## src/rtl/pc_frame_scheduler_if.sv

```systemverilog
// Sample buses around the pulse-compression frame scheduler: DDC in, compressor
// feed out, compressor result in, framed range bins out. No back-pressure anywhere.
interface pc_frame_scheduler_if #(
  parameter int IN_W  = 44,
  parameter int OUT_W = 49,
  parameter int IDX_W = 16
);
  logic             ddc_valid;
  logic [IN_W-1:0]  ddc_i;
  logic [IN_W-1:0]  ddc_q;
  logic             pc_valid_o;
  logic [IN_W-1:0]  pc_i_o;
  logic [IN_W-1:0]  pc_q_o;
  logic             pc_valid_i;
  logic [OUT_W-1:0] pc_i_i;
  logic [OUT_W-1:0] pc_q_i;
  logic             out_valid;
  logic [OUT_W-1:0] out_i;
  logic [OUT_W-1:0] out_q;
  logic [IDX_W-1:0] out_bin;
  logic             out_first;
  logic             out_last;

  modport slave (
    input  ddc_valid, ddc_i, ddc_q, pc_valid_i, pc_i_i, pc_q_i,
    output pc_valid_o, pc_i_o, pc_q_o, out_valid, out_i, out_q, out_bin, out_first, out_last
  );

  modport master (
    output ddc_valid, ddc_i, ddc_q, pc_valid_i, pc_i_i, pc_q_i,
    input  pc_valid_o, pc_i_o, pc_q_o, out_valid, out_i, out_q, out_bin, out_first, out_last
  );
endinterface

```

## src/rtl/pc_frame_scheduler.sv

```systemverilog
// Per-PRI sequencer: feeds N_RANGE DDC samples plus N_TAPS-1 flush zeros into the
// compressor, then keeps only the N_RANGE aligned bins of its full convolution.
module pc_frame_scheduler #(
  parameter int IN_W      = 44,
  parameter int OUT_W     = 49,
  parameter int N_RANGE   = 1024,
  parameter int N_TAPS    = 128,
  parameter int IDX_W     = 16,
  parameter int DRAIN_TMO = 4096
) (
  input  logic                 clk,
  input  logic                 rst_n,
  input  logic                 prt_trig,
  input  logic                 err_clr,
  pc_frame_scheduler_if.slave  bus,
  output logic                 busy,
  output logic                 trig_overrun,
  output logic                 drain_err
);
  localparam int TOTAL = N_RANGE + N_TAPS - 1;
  localparam int TMO_W = $clog2(DRAIN_TMO + 1);
  localparam logic [IDX_W-1:0] FEED_LAST  = IDX_W'(N_RANGE - 1);
  localparam logic [IDX_W-1:0] FLUSH_LAST = IDX_W'(N_TAPS - 2);
  localparam logic [IDX_W-1:0] K_FIRST    = IDX_W'(N_TAPS - 1);
  localparam logic [IDX_W-1:0] K_LAST     = IDX_W'(TOTAL - 1);
  localparam logic [IDX_W-1:0] K_DONE     = IDX_W'(TOTAL);
  localparam logic [TMO_W-1:0] TMO_LAST   = TMO_W'(DRAIN_TMO - 1);

  typedef enum logic [1:0] {IDLE, FEED, FLUSH, DRAIN} state_t;

  state_t           state_q;
  logic [IDX_W-1:0] feed_cnt_q;
  logic [IDX_W-1:0] flush_cnt_q;
  logic [IDX_W-1:0] out_cnt_q;
  logic [TMO_W-1:0] tmo_cnt_q;
  logic             pc_valid_q;
  logic [IN_W-1:0]  pc_i_q;
  logic [IN_W-1:0]  pc_q_q;
  logic             out_valid_q;
  logic [OUT_W-1:0] out_i_q;
  logic [OUT_W-1:0] out_q_q;
  logic [IDX_W-1:0] out_bin_q;
  logic             out_first_q;
  logic             out_last_q;
  logic             trig_overrun_q;
  logic             drain_err_q;

  // Convolution outputs before K_FIRST are the FIR ramp-up and are discarded.
  logic count_d;
  logic keep_d;
  assign count_d = bus.pc_valid_i && (state_q != IDLE);
  assign keep_d  = count_d && (out_cnt_q >= K_FIRST) && (out_cnt_q <= K_LAST);

  always_ff @(posedge clk or negedge rst_n) begin
    if (!rst_n) begin
      state_q        <= IDLE;
      feed_cnt_q     <= '0;
      flush_cnt_q    <= '0;
      out_cnt_q      <= '0;
      tmo_cnt_q      <= '0;
      pc_valid_q     <= 1'b0;
      pc_i_q         <= '0;
      pc_q_q         <= '0;
      out_valid_q    <= 1'b0;
      out_i_q        <= '0;
      out_q_q        <= '0;
      out_bin_q      <= '0;
      out_first_q    <= 1'b0;
      out_last_q     <= 1'b0;
      trig_overrun_q <= 1'b0;
      drain_err_q    <= 1'b0;
    end else begin
      pc_valid_q  <= 1'b0;
      out_valid_q <= 1'b0;
      out_first_q <= 1'b0;
      out_last_q  <= 1'b0;
      // Clear first so a coincident new error below takes priority.
      if (err_clr) begin
        trig_overrun_q <= 1'b0;
        drain_err_q    <= 1'b0;
      end
      if (prt_trig && (state_q != IDLE)) trig_overrun_q <= 1'b1;
      if (count_d) out_cnt_q <= out_cnt_q + IDX_W'(1);
      if (keep_d) begin
        out_valid_q <= 1'b1;
        out_i_q     <= bus.pc_i_i;
        out_q_q     <= bus.pc_q_i;
        out_bin_q   <= out_cnt_q - K_FIRST;
        out_first_q <= (out_cnt_q == K_FIRST);
        out_last_q  <= (out_cnt_q == K_LAST);
      end
      case (state_q)
        IDLE: if (prt_trig) begin
          state_q    <= FEED;
          feed_cnt_q <= '0;
          out_cnt_q  <= '0;
        end
        FEED: if (bus.ddc_valid) begin
          pc_valid_q <= 1'b1;
          pc_i_q     <= bus.ddc_i;
          pc_q_q     <= bus.ddc_q;
          feed_cnt_q <= feed_cnt_q + IDX_W'(1);
          if (feed_cnt_q == FEED_LAST) begin
            state_q     <= FLUSH;
            flush_cnt_q <= '0;
          end
        end
        FLUSH: begin
          pc_valid_q  <= 1'b1;
          pc_i_q      <= '0;
          pc_q_q      <= '0;
          flush_cnt_q <= flush_cnt_q + IDX_W'(1);
          if (flush_cnt_q == FLUSH_LAST) begin
            state_q   <= DRAIN;
            tmo_cnt_q <= '0;
          end
        end
        DRAIN: begin
          if (out_cnt_q >= K_DONE) begin
            state_q <= IDLE;
          end else if (bus.pc_valid_i) begin
            tmo_cnt_q <= '0;
          end else if (tmo_cnt_q == TMO_LAST) begin
            state_q     <= IDLE;
            drain_err_q <= 1'b1;
          end else begin
            tmo_cnt_q <= tmo_cnt_q + TMO_W'(1);
          end
        end
        default: state_q <= IDLE;
      endcase
    end
  end

  assign bus.pc_valid_o = pc_valid_q;
  assign bus.pc_i_o     = pc_i_q;
  assign bus.pc_q_o     = pc_q_q;
  assign bus.out_valid  = out_valid_q;
  assign bus.out_i      = out_i_q;
  assign bus.out_q      = out_q_q;
  assign bus.out_bin    = out_bin_q;
  assign bus.out_first  = out_first_q;
  assign bus.out_last   = out_last_q;
  assign busy           = (state_q != IDLE);
  assign trig_overrun   = trig_overrun_q;
  assign drain_err      = drain_err_q;
endmodule

```

## src/flat_wrapper.sv

```systemverilog
// flat-port wrapper written by rule: the top's interface ports become plain ports
module pc_frame_scheduler_flat 
#(
  parameter int IN_W      = 44,
  parameter int OUT_W     = 49,
  parameter int N_RANGE   = 1024,
  parameter int N_TAPS    = 128,
  parameter int IDX_W     = 16,
  parameter int DRAIN_TMO = 4096
)
  (clk, rst_n, prt_trig, err_clr, busy, trig_overrun, drain_err, bus_ddc_valid, bus_ddc_i, bus_ddc_q, bus_pc_valid_i, bus_pc_i_i, bus_pc_q_i, bus_pc_valid_o, bus_pc_i_o, bus_pc_q_o, bus_out_valid, bus_out_i, bus_out_q, bus_out_bin, bus_out_first, bus_out_last);
  pc_frame_scheduler_if #(.IN_W(IN_W), .OUT_W(OUT_W), .IDX_W(IDX_W)) bus_i ();
  input  logic clk;
  input  logic rst_n;
  input  logic prt_trig;
  input  logic err_clr;
  output logic busy;
  output logic trig_overrun;
  output logic drain_err;
  input wire logic [$bits(bus_i.ddc_valid)-1:0] bus_ddc_valid;
  input wire logic [$bits(bus_i.ddc_i)-1:0] bus_ddc_i;
  input wire logic [$bits(bus_i.ddc_q)-1:0] bus_ddc_q;
  input wire logic [$bits(bus_i.pc_valid_i)-1:0] bus_pc_valid_i;
  input wire logic [$bits(bus_i.pc_i_i)-1:0] bus_pc_i_i;
  input wire logic [$bits(bus_i.pc_q_i)-1:0] bus_pc_q_i;
  output wire logic [$bits(bus_i.pc_valid_o)-1:0] bus_pc_valid_o;
  output wire logic [$bits(bus_i.pc_i_o)-1:0] bus_pc_i_o;
  output wire logic [$bits(bus_i.pc_q_o)-1:0] bus_pc_q_o;
  output wire logic [$bits(bus_i.out_valid)-1:0] bus_out_valid;
  output wire logic [$bits(bus_i.out_i)-1:0] bus_out_i;
  output wire logic [$bits(bus_i.out_q)-1:0] bus_out_q;
  output wire logic [$bits(bus_i.out_bin)-1:0] bus_out_bin;
  output wire logic [$bits(bus_i.out_first)-1:0] bus_out_first;
  output wire logic [$bits(bus_i.out_last)-1:0] bus_out_last;
  assign bus_i.ddc_valid = bus_ddc_valid;
  assign bus_i.ddc_i = bus_ddc_i;
  assign bus_i.ddc_q = bus_ddc_q;
  assign bus_i.pc_valid_i = bus_pc_valid_i;
  assign bus_i.pc_i_i = bus_pc_i_i;
  assign bus_i.pc_q_i = bus_pc_q_i;
  assign bus_pc_valid_o = bus_i.pc_valid_o;
  assign bus_pc_i_o = bus_i.pc_i_o;
  assign bus_pc_q_o = bus_i.pc_q_o;
  assign bus_out_valid = bus_i.out_valid;
  assign bus_out_i = bus_i.out_i;
  assign bus_out_q = bus_i.out_q;
  assign bus_out_bin = bus_i.out_bin;
  assign bus_out_first = bus_i.out_first;
  assign bus_out_last = bus_i.out_last;
  pc_frame_scheduler #(.IN_W(IN_W), .OUT_W(OUT_W), .N_RANGE(N_RANGE), .N_TAPS(N_TAPS), .IDX_W(IDX_W), .DRAIN_TMO(DRAIN_TMO)) u_core (.clk(clk), .rst_n(rst_n), .prt_trig(prt_trig), .err_clr(err_clr), .bus(bus_i), .busy(busy), .trig_overrun(trig_overrun), .drain_err(drain_err));
endmodule
```

## config.mk

```make
export PLATFORM = sky130hd
export DESIGN_NAME = pc_frame_scheduler_flat
export DESIGN_NICKNAME = d
export VERILOG_FILES = /design/src/rtl/pc_frame_scheduler_if.sv /design/src/rtl/pc_frame_scheduler.sv /design/src/flat_wrapper.sv
export SDC_FILE = /design/constraint.sdc
export NUM_CORES = 1
export LEC_CHECK = 0
export ABC_AREA = 1
export CELL_PAD_IN_SITES_DETAIL_PLACEMENT = 0
export CELL_PAD_IN_SITES_GLOBAL_PLACEMENT = 2
export CORE_ASPECT_RATIO = 2
export CORE_MARGIN = 4
export CORE_UTILIZATION = 26
export DETAILED_ROUTE_END_ITERATION = 7
export GPL_TIMING_DRIVEN = 0
export PLACE_DENSITY = 0.85
export SLEW_MARGIN = 15
export SYNTH_ARGS = -nofsm -noshare
export SYNTH_HDL_FRONTEND = slang
export SYNTH_SLANG_ARGS = --single-unit
```

## constraint.sdc

```tcl
create_clock -name clk -period 2.1 [get_ports clk]
set_input_delay 0.42 -clock clk [delete_from_list [all_inputs] [get_ports clk]]
set_output_delay 0.42 -clock clk [all_outputs]
set_load 0.05 [all_outputs]
```

Run 1, signal wires on met1:
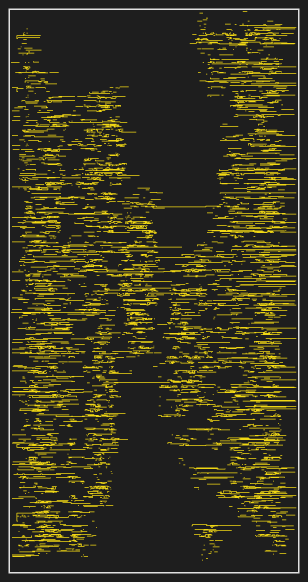
- nets with wire on the layer: 1926
- longest straight run: 48.3 um
- wire length on this layer: 15500 um
- main direction: horizontal
- share of all routed wire: 35%
vias post-DR: 11680
Routed WL: 43.76 mm
met1 usage in global routing: 0.1679

Run 1, register map, names as in the netlist:
Other sequential cells in the stronger grey, the rest of the logic in the fainter grey.
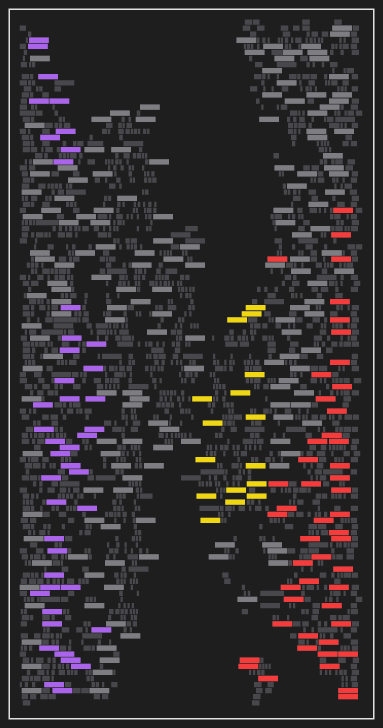
- `u_core.bus.pc_i_o`: purple (sequential cells 44; where a vertical strip on the left)
- `u_core.bus.out_q`: red (sequential cells 49)
- `u_core.out_cnt_q`: yellow (sequential cells 16)
- not coloured: 162

==> impl_metrics.csv, run 1 <==
group,metric,value,unit
setup_path,r2r_slack,100,ps
min_path,hp-class,"in2async",
yosys,asyncSetResetFlopFracSynth,1.000,
setup_path,rr_startpoint,"u_core.state_q[0]",
final_timing,slew_headroom,0.5581,
final_timing,rsz0062_at_grt,"true",
final_timing,fmax,487.4,MHz
final_timing,drv_slew,0,
power_and_ir_drop,seqPwrFrac,0.303,
setup_path,reg2reg_depth,7,
floorplan,die_y,316.8,um
yosys,xor_area_frac,0.009890,
clock_network,cts_root_buffer,"clkbuf_16",
final_timing,worst_pin_slew,665.5,ps
route,drc_errors,0,
final_layout,lay_top_count,"nand2_1",
clock_network,cts_sinks,271,
yosys,ys_area,12400,um^2
final_layout,seqCellArea,6782,um^2
clock_network,htree_num_levels,1,
power_and_ir_drop,totalPowerFinal,25.73,mW
setup_path,startpoint_type,"register",
final_layout,final_cell_area,18260,um^2
yosys,synth_stat.cells,1502,
final_timing,fin_ws,48.25,ps
setup_path,crit_top_cell,"buf_12",
setup_path,cp-startpoint,"u_core.state_q[0]",
yosys,ff_type,"dfrtp_1",
yosys,edf_count,0,
route,firstDrtPassIters,8,
power_and_ir_drop,comb_power_share,0.489,
setup_path,cpLargestDelayFamily,"buffers and inverters",
yosys,top_cell,"nand2_1",
setup_path,timing.rr.end,"u_core.bus.pc_i_o[24]",
flow_run,warning_count,32,
grt,track_usage,0.1654,
final_layout,logic_area,4691,um^2
yosys,syn_area,12400,um^2
final_layout,nets,2146,
final_layout,logic_gate_count,983,
yosys,synthTopCellsByArea,"dfrtp_1, nand2_1, nand3_1, o21ai_0, inv_1",
floorplan,core,47360,um^2
setup_path,cp.required,1680,ps
final_timing,setup_violations,0,
status,status,"completed",
yosys,mux_share,0,
yosys,synth_top_area_share,0.5470,
clock_network,clock_path_buffers,3,
floorplan,n_tap_cell,632,
grt,grt_max_degree,96,
final_layout,fin_util,0.3856,
final_layout,synthToLayoutAreaGrowth,47.30,%
floorplan,rows,113,
final_layout,seq_area_frac,0.3713,
yosys,yosysUniqueCellTypes,30,
setup_path,cp_slowest_cell,"dfrtp_1",
final_layout,drive_above_1_share,0.08248,
floorplan,die_area,51450,um^2
grt,grt_antenna_before_repair,0,
power_and_ir_drop,peakVddDrop,0.0008933,V
final_timing,whs,387.4,ps
clock_network,tritoncts,"built",
placed_design,place_congestion,0.8150,
yosys,logic_family,"simple AND/OR/NAND/NOR gates",
grt,grt_pass1_wl,68.05,mm
power_and_ir_drop,power.clock.fraction,0.207,
grt,grt_pass1_vias,12140,
yosys,yosys.area_share.simple,0.2767,
clock_network,path_clk_slew,70,ps
final_layout,instances_no_fill,2596,
yosys,ys_seq_frac,0.5470,
placed_design,hpwl,33.83,mm
final_layout,inverters,171,
final_timing,finalHoldViolCount,0,
Run 1, port wiring:
Scale bar: 50 um.
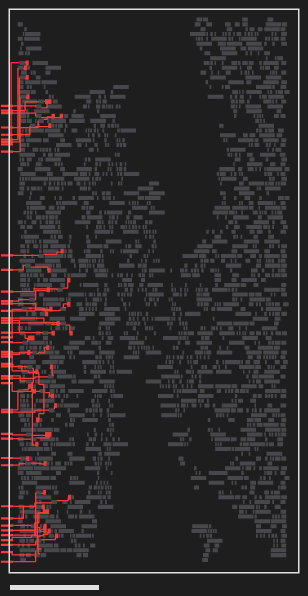
- `bus_ddc_i`: red (bits 44; direction input; end cells 44; wire 1200 um)
port bufs: 400
Top Ports: 401

-- run 1: repair_timing --
action                                  in CTS  in global routing
hold endpoints to repair                    92                  0
endpoints found under the setup margin     464                253
hold buffers                                 1                  0
pin swaps                                    2                  2
gates resized                              251                 63
buffers inserted                             6                  3
-- run 1: power groups by stage --
stage	Combinational, mW	Sequential [mW]	Clock (mW)
final	12.6	7.80	5.33
after global routing	13.4	8.06	5.71
after CTS	12.6	7.81	5.54
after detailed placement	13.4	7.94	0
after global placement	13.3	7.91	0
after floorplan	2.73	13.4	0
-- run 1: metal layers --
layer	wire length [um]	global-route usage	vias up
met3	4275	0.05628	60
met5	0	0	-
met1	15470	0.1679	5381
li1	-	-	5748
met4	1396	0.05445	0
met2	22620	0.3133	494
Run 1, routing congestion:
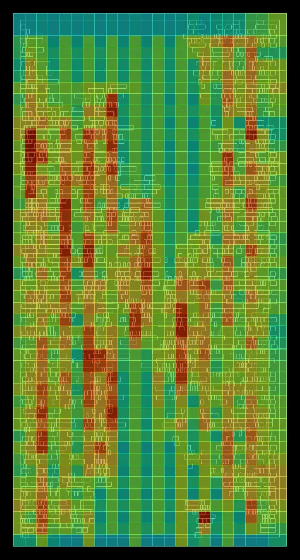

--- run 2 (diff from run 1) ---
--- a/config.mk
+++ b/config.mk
@@ -10,10 +10,12 @@
 export CELL_PAD_IN_SITES_GLOBAL_PLACEMENT = 2
 export CORE_ASPECT_RATIO = 2
 export CORE_MARGIN = 4
-export CORE_UTILIZATION = 26
+export CORE_UTILIZATION = 37
+export CTS_BUF_LIST = sky130_fd_sc_hd__clkbuf_2 sky130_fd_sc_hd__clkbuf_4 sky130_fd_sc_hd__clkbuf_8
 export DETAILED_ROUTE_END_ITERATION = 7
+export DONT_BUFFER_PORTS = 1
 export GPL_TIMING_DRIVEN = 0
-export PLACE_DENSITY = 0.85
+export PLACE_DENSITY = 0.86
 export SLEW_MARGIN = 15
 export SYNTH_ARGS = -nofsm -noshare
 export SYNTH_HDL_FRONTEND = slang
Run 2, routing congestion:
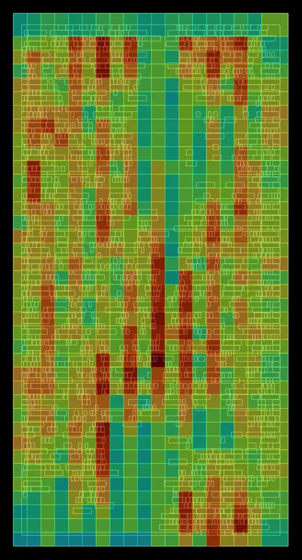
GR Util met2: 0.4003
met3 usage: 0.05224
Most Crowded Layer GR: met2
met1 usage in global routing: 0.1902

Run 2, port wiring:
Scale bar: 50 um.
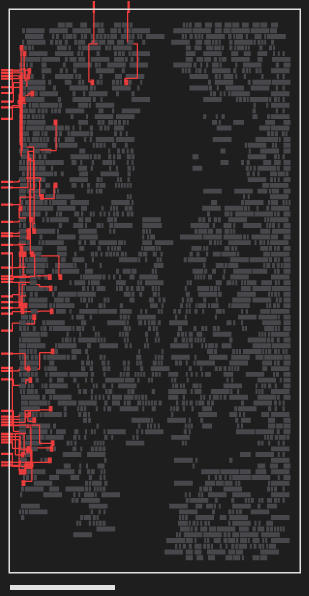
- `bus_ddc_i`: red (bits 44; direction input; end cells 44; wire 1100 um)
port bufs: 0

==> run 2 against run 1 <==
  * The run now ends with hold timing left
  * Fmax increased by 1.9%
  * Die area is 29% lower
  * Via count fell by 6.3%
  * Clock-buffer cell count increased by 29
  * Hold slack lost 840 ps
  * First-iteration DRC count is 20% lower
  * Design area shrank 11%
  * Synthesized cell count unchanged
  * Flip-flop count unchanged
  * Critical endpoint is now u_core.bus.out_q[15]
==> impl_metrics.csv, run 2 <==
group,metric,value,unit
yosys,synthTopCellsByCount,"nand2_1, dfrtp_1, nand3_1",
setup_path,crit_top_cell,"buf_12",
route,drc_errors,0,
clock_network,clock_latency,580,ps
yosys,edf_count,0,
clock_network,cts_root_buffer,"clkbuf_8",
power_and_ir_drop,totalPowerFinal,23.21,mW
power_and_ir_drop,peakVddDrop,0.0007591,V
final_timing,fmax,496.7,MHz
final_layout,synthToLayoutAreaGrowth,30.52,%
final_layout,fin_util,0.4896,
placed_design,dp.cells,1934,
yosys,syn_inst,1502,
setup_path,critPathKind,"reg2reg",
setup_path,cp.required,2550,ps
final_timing,setup_violations,0,
route,vias_per_cell,4.973,
setup_path,crit_fanout,10,
yosys,synth_top_area_share,0.5470,
route,routed_wl,38.82,mm
clock_network,postCtsHoldBufs,181,
final_layout,dominant_cells,"sequential cells",
floorplan,rows,94,
yosys,top_cell,"nand2_1",
placed_design,hpwl,27.77,mm
clock_network,cts_sinks,271,
clock_network,cts_setup_buffers,3,
setup_path,cp_slowest_cell,"dfrtp_1",
setup_path,critPathArrivalTime,2470,ps
yosys,mux_share,0,
final_timing,fin_skew,33.71,ps
grt,grt_max_degree,272,
final_layout,fillers,3167,
floorplan,core,33050,um^2
final_layout,final_cell_area,16180,um^2
final_layout,nets,1940,
final_timing,finalCritPeriodShare,0.9587,
route,wl_met3,2.880,mm
final_timing,whs,-449.2,ps
clock_network,tritoncts,"built",
clock_network,clock_path_buffers,3,
route,num_vias,10950,
final_layout,clkCellAreaFrac,0.05892,
floorplan,floorplan.core_util,0.3751,
floorplan,die_y,266.9,um
setup_path,timing.rr.end,"u_core.bus.out_q[15]",
route,drtIter0Drc,436,
clock_network,cts_buffers,41,
final_layout,inverters,171,
final_layout,drive_above_1_share,0.1108,
final_layout,seqCellArea,6783,um^2
grt,grt_pass1_wl,59.51,mm
final_timing,worst_pin_slew,592.7,ps
final_layout,lay_top_cells,"nand2_1, dfrtp_1, nand3_1, dlygate4sd3_1, inv_1",
floorplan,ioPinCount,401,
final_layout,seq_area_frac,0.4192,
final_layout,logic_gate_count,983,
clock_network,cts-resized-gates,45,
setup_path,cpLargestDelayFamily,"buffers and inverters",
final_timing,finalHoldViolCount,271,
final_timing,fin_ws,86.81,ps
grt,track_usage,0.2029,
yosys,synth-warning-count,0,
power_and_ir_drop,p_per_area,1434,nW/um^2
final_layout,num_antenna_cells,0,
yosys,asyncSetResetFlopFracSynth,1.000,
min_path,hp-class,"in2async",
yosys,top_area_cell,"dfrtp_1",
yosys,synth_flop_count,271,
clock_network,path_clk_slew,60,ps
setup_path,reg2reg_depth,10,
yosys,ys_seq_frac,0.5470,
setup_path,rr_startpoint,"u_core.state_q[1]",
final_layout,nNonClkBuffers,270,
yosys,syn-num-nets,1704,
grt,grt-ovfl-total,0,
placed_design,dpl_cell_area,12940,um^2
route,ant_nets,0,
floorplan,die_area,36680,um^2
setup_path,startpoint_type,"register",
route,wl_per_cell,17.64,um
route,wl_met2,21.86,mm
yosys,syn_area_per_cell,8.254,um^2
final_timing,slew_headroom,0.6049,
route,top_layer_used,"met4",
status,violations,"hold timing",
yosys,yosysUniqueCellTypes,30,
clock_network,htree_num_levels,2,
final_layout,clockBufferCount,64,
final_layout,comb_share,0.2920,
setup_path,cp_num_buf_inv,5,
route,met1Wirelength,12.69,mm
setup_path,end_kind,"register",
yosys,logic_family,"simple AND/OR/NAND/NOR gates",
final_timing,rsz0062_at_grt,"true",
floorplan,die_x,137.4,um
grt,grt_pass1_vias,11450,
flow_run,cap_violations,0,
setup_path,max_stage_delay,430,ps
final_layout,seq_cells,271,
flow_run,warning_count,36,
final_layout,instances_no_fill,2201,
final_layout,buf_share,0.1564,
yosys,synth_stat.cells,1502,
yosys,ff_type,"dfrtp_1",
yosys,yosys.area_share.simple,0.2767,
yosys,synthTopCellsByArea,"dfrtp_1, nand2_1, nand3_1, o21ai_0, inv_1",
status,status,"complete, but fails checks",
yosys,syn_area,12400,um^2
setup_path,path_cells,"inv_2 > ha_4 > clkinvlp_4 > nand2_4 > a21oi_4 > buf_12 > buf_12 > buf_6 > nand3_1 > nand2_1",
yosys,synthAdderAreaFrac,0.01009,
placed_design,place_ws,-746.9,ps
yosys,ys_sh_aoi,0.07206,
yosys,xor_area_frac,0.009890,
floorplan,n_tap_cell,432,
placed_design,place_congestion,0.8200,
yosys,ys_area,12400,um^2
route,firstDrtPassIters,5,
final_layout,lay_top_count,"nand2_1",
setup_path,r2r_slack,90,ps
final_layout,logic_area,4725,um^2
final_timing,final.min_clock_period,2013,ps
grt,grt_antenna_before_repair,0,
final_timing,drv_slew,0,
setup_path,cp-startpoint,"u_core.state_q[1]",
power_and_ir_drop,power_leakage,7.669,nW
final_timing,setup_tns,0,ps
-- run 2: worst max-delay path by stage --
stage / to / slack, ps / cells after the start
2_1_floorplan: u_core.out_cnt_q[11] / 70 / 9
3_3_place_gp: u_core.bus.pc_i_o[24] / -660 / 7
3_5_place_dp: u_core.bus.pc_i_o[24] / -750 / 7
4_1_cts: u_core.bus.pc_i_o[24] / 9 / 7
5_1_grt: u_core.flush_cnt_q[6] / -40 / 9
6_report: u_core.bus.out_q[15] / 90 / 10
-- run 2: report_power, final --
part	total [mW]	internal [mW]	leakage, nW	switching, mW
combinational	4.34	1.57	3.59	2.77
clock	5.03	2.87	0.507	2.17
sequential	13.8	6.79	3.57	7.05
Run 2, register map, names as in the netlist:
Other sequential cells in the stronger grey, the rest of the logic in the fainter grey.
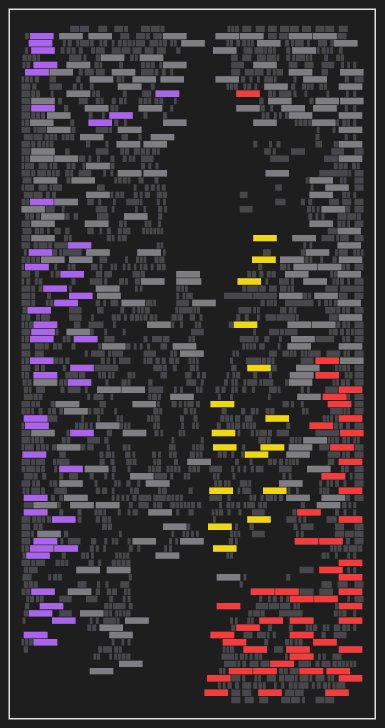

--- run 3 (diff from run 2) ---
--- a/config.mk
+++ b/config.mk
@@ -10,12 +10,12 @@
 export CELL_PAD_IN_SITES_GLOBAL_PLACEMENT = 2
 export CORE_ASPECT_RATIO = 2
 export CORE_MARGIN = 4
-export CORE_UTILIZATION = 37
+export CORE_UTILIZATION = 40
 export CTS_BUF_LIST = sky130_fd_sc_hd__clkbuf_2 sky130_fd_sc_hd__clkbuf_4 sky130_fd_sc_hd__clkbuf_8
 export DETAILED_ROUTE_END_ITERATION = 7
 export DONT_BUFFER_PORTS = 1
 export GPL_TIMING_DRIVEN = 0
-export PLACE_DENSITY = 0.86
+export PLACE_DENSITY = 0.92
 export SLEW_MARGIN = 15
 export SYNTH_ARGS = -nofsm -noshare
 export SYNTH_HDL_FRONTEND = slang
==> constraint.sdc (replaced) <==
create_clock -name clk -period 2.32 [get_ports clk]
set_input_delay 0.464 -clock clk [delete_from_list [all_inputs] [get_ports clk]]
set_output_delay 0.464 -clock clk [all_outputs]
set_load 0.05 [all_outputs]
Run 3, register map, names as in the netlist:
Other sequential cells in the stronger grey, the rest of the logic in the fainter grey.
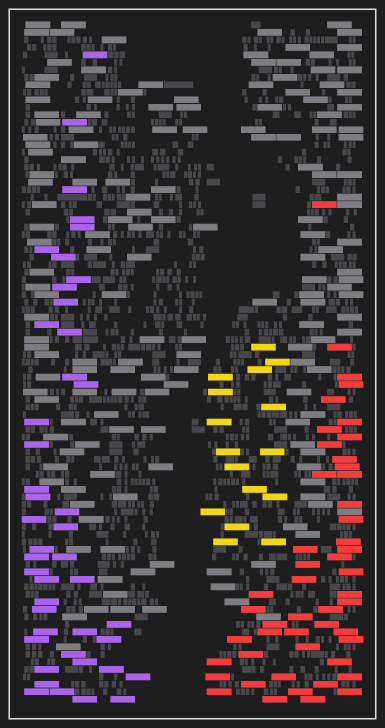
Storage cell area: 6782 um^2
Seq/total area: 0.4912
final core utilization: 0.4491

Run 3, routing congestion:
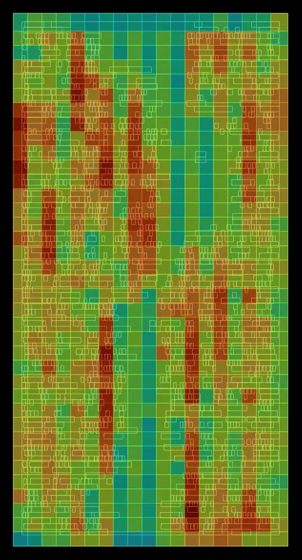
Global Route Usage Sum: 0.2088
met1 usage in global routing: 0.1910
met3 usage: 0.06651
wire per inst: 18.62 um

==> run 3 against run 2 <==
  * The flow still finishes with violations (hold timing)
  * Die area is 7.2% lower
  * Clock skew decreased by 18 ps
  * Cell count fell by 12%
  * Critical path depth shrank 7
  * Routed wire length fell by 6.7%
  * Area after synthesis stayed put
  * Global-route usage is 0.59 points higher
  * Sequential share of layout area increased by 7.2 points
  * Largest cell class unchanged
  * Highest routed layer unchanged
==> impl_metrics.csv, run 3 <==
group,metric,value,unit
status,status,"complete, but fails checks",
status,violations,"hold timing",
final_layout,clkCellAreaFrac,0.06117,
yosys,ff_type,"dfrtp_1",
final_timing,finalHoldViolCount,271,
yosys,ys_area,12400,um^2
route,ant_nets,0,
final_layout,nNonClkBuffers,79,
route,top_layer_used,"met4",
clock_network,tritoncts,"built",
final_layout,synthToLayoutAreaGrowth,11.36,%
final_timing,setup_tns,0,ps
clock_network,htree_num_levels,2,
yosys,syn_inst,1502,
placed_design,dp.cells,1874,
placed_design,place_ws,-485.6,ps
grt,grt_pass1_wl,57.35,mm
setup_path,rr_startpoint,"u_core.state_q[0]",
placed_design,place_congestion,0.8335,
route,drtIter0Drc,350,
yosys,top_cell,"nand2_1",
route,met1Wirelength,11.55,mm
route,routed_wl,36.22,mm
floorplan,die_x,132.5,um
final_layout,logic_area,4622,um^2
route,num_vias,10240,
clock_network,cts_root_buffer,"clkbuf_8",
final_timing,setup_violations,0,
floorplan,core,30740,um^2
clock_network,cts_setup_buffers,0,
min_path,hp-class,"in2async",
clock_network,cts-resized-gates,13,
power_and_ir_drop,totalPowerFinal,19.98,mW
clock_network,cts_sinks,271,
final_layout,instances_no_fill,1945,
setup_path,max_stage_delay,420,ps
final_layout,num_antenna_cells,1,
setup_path,cp_slowest_cell,"dfrtp_1",
grt,grt_pass1_vias,10650,
final_layout,final_cell_area,13810,um^2
yosys,edf_count,0,
clock_network,path_clk_slew,70,ps
final_timing,drv_slew,0,
final_layout,fillers,3131,
final_layout,buf_share,0.03226,
power_and_ir_drop,peakVddDrop,0.0008132,V
final_timing,slew_headroom,0.5953,
power_and_ir_drop,power_leakage,6.638,nW
flow_run,warning_count,35,
clock_network,postCtsHoldBufs,2,
clock_network,clock_path_buffers,3,
route,vias_per_cell,5.265,
yosys,synthTopCellsByCount,"nand2_1, dfrtp_1, nand3_1",
final_layout,lay_top_count,"nand2_1",
setup_path,r2r_slack,210,ps
setup_path,cp-startpoint,"u_core.state_q[0]",
clock_network,cts_buffers,40,
grt,grt-ovfl-total,0,
final_layout,logic_gate_count,983,
final_layout,comb_share,0.3348,
yosys,yosysUniqueCellTypes,30,
setup_path,startpoint_type,"register",
floorplan,die_y,257.0,um
setup_path,crit_fanout,5,
route,firstDrtPassIters,4,
floorplan,n_tap_cell,372,
yosys,top_area_cell,"dfrtp_1",
setup_path,critPathArrivalTime,1670,ps
flow_run,cap_violations,0,
final_timing,fin_ws,190.0,ps
setup_path,reg2reg_depth,9,
route,drc_errors,0,
yosys,syn_area,12400,um^2
clock_network,clock_latency,550,ps
final_layout,clockBufferCount,56,
final_layout,nets,1748,
floorplan,ioPinCount,401,
yosys,synth-warning-count,0,
setup_path,cp.required,1860,ps
grt,grt_antenna_before_repair,1,
final_layout,inverters,171,
final_timing,final.min_clock_period,2130,ps
placed_design,dpl_cell_area,12860,um^2
yosys,syn_area_per_cell,8.254,um^2
setup_path,timing.rr.end,"u_core.bus.out_i[43]",
grt,grt_util_met2,0.4083,
power_and_ir_drop,p_per_area,1447,nW/um^2
yosys,synth_flop_count,271,
setup_path,end_kind,"output port",
final_timing,fmax,469.5,MHz
yosys,asyncSetResetFlopFracSynth,1.000,
final_layout,seq_cells,271,
yosys,synth_stat.cells,1502,
yosys,syn-num-nets,1704,
final_layout,drive_above_1_share,0.08906,
route,wl_met3,3.043,mm
yosys,synth_top_area_share,0.5470,
grt,grt.busiest_layer,"met2",
setup_path,path_cells,"inv_1 > ha_2 > clkinvlp_4",
final_timing,rsz0062_at_grt,"false",
final_layout,lay_top_cells,"nand2_1, dfrtp_1, nand3_1, inv_1, o21ai_0",
grt,grt_max_degree,272,
setup_path,cp-endpoint,"busy",
final_timing,finalCritPeriodShare,0.9181,
setup_path,critPathKind,"reg2out",
placed_design,hpwl,27.54,mm
yosys,ys_seq_frac,0.5470,
yosys,synthTopCellsByArea,"dfrtp_1, nand2_1, nand3_1, o21ai_0, inv_1",
floorplan,rows,91,
placed_design,port_buffers,0,
final_layout,dominant_cells,"sequential cells",
route,wl_met2,19.98,mm
final_timing,whs,-394.3,ps
floorplan,die_area,34050,um^2
## run 3: cell counts after synthesis
Identical to the previous run, type by type.
## run 3: cell families after synthesis
| logic type | after synthesis | share of synthesized area |
|---|---|---|
| and+or+nand+nor | 791 | 0.2767 |
| DFF | 271 | 0.5470 |
| buffers and inverters | 248 | 0.08427 |
| AOI/OAI and AO/OA | 168 | 0.07206 |
| xor gates and xnor gates | 14 | 0.009889 |
| adders and majority gates | 10 | 0.01009 |
## run 3: report_power, final
| part | switching, mW | internal (mW) | leakage, nW |
|---|---|---|---|
| clock network | 1.91 | 2.24 | 0.434 |
| registers | 6.34 | 6.14 | 3.57 |
| logic | 2.30 | 1.05 | 2.63 |
## run 3: critical path: cells and delay by family, from the launching register on
family | cells | cell delay, ps
fa+ha+maj | 1 | 250
flops | 1 | 420
buf+inv | 2 | 450
No activity file was given, so power comes from the tool's default toggle rates.
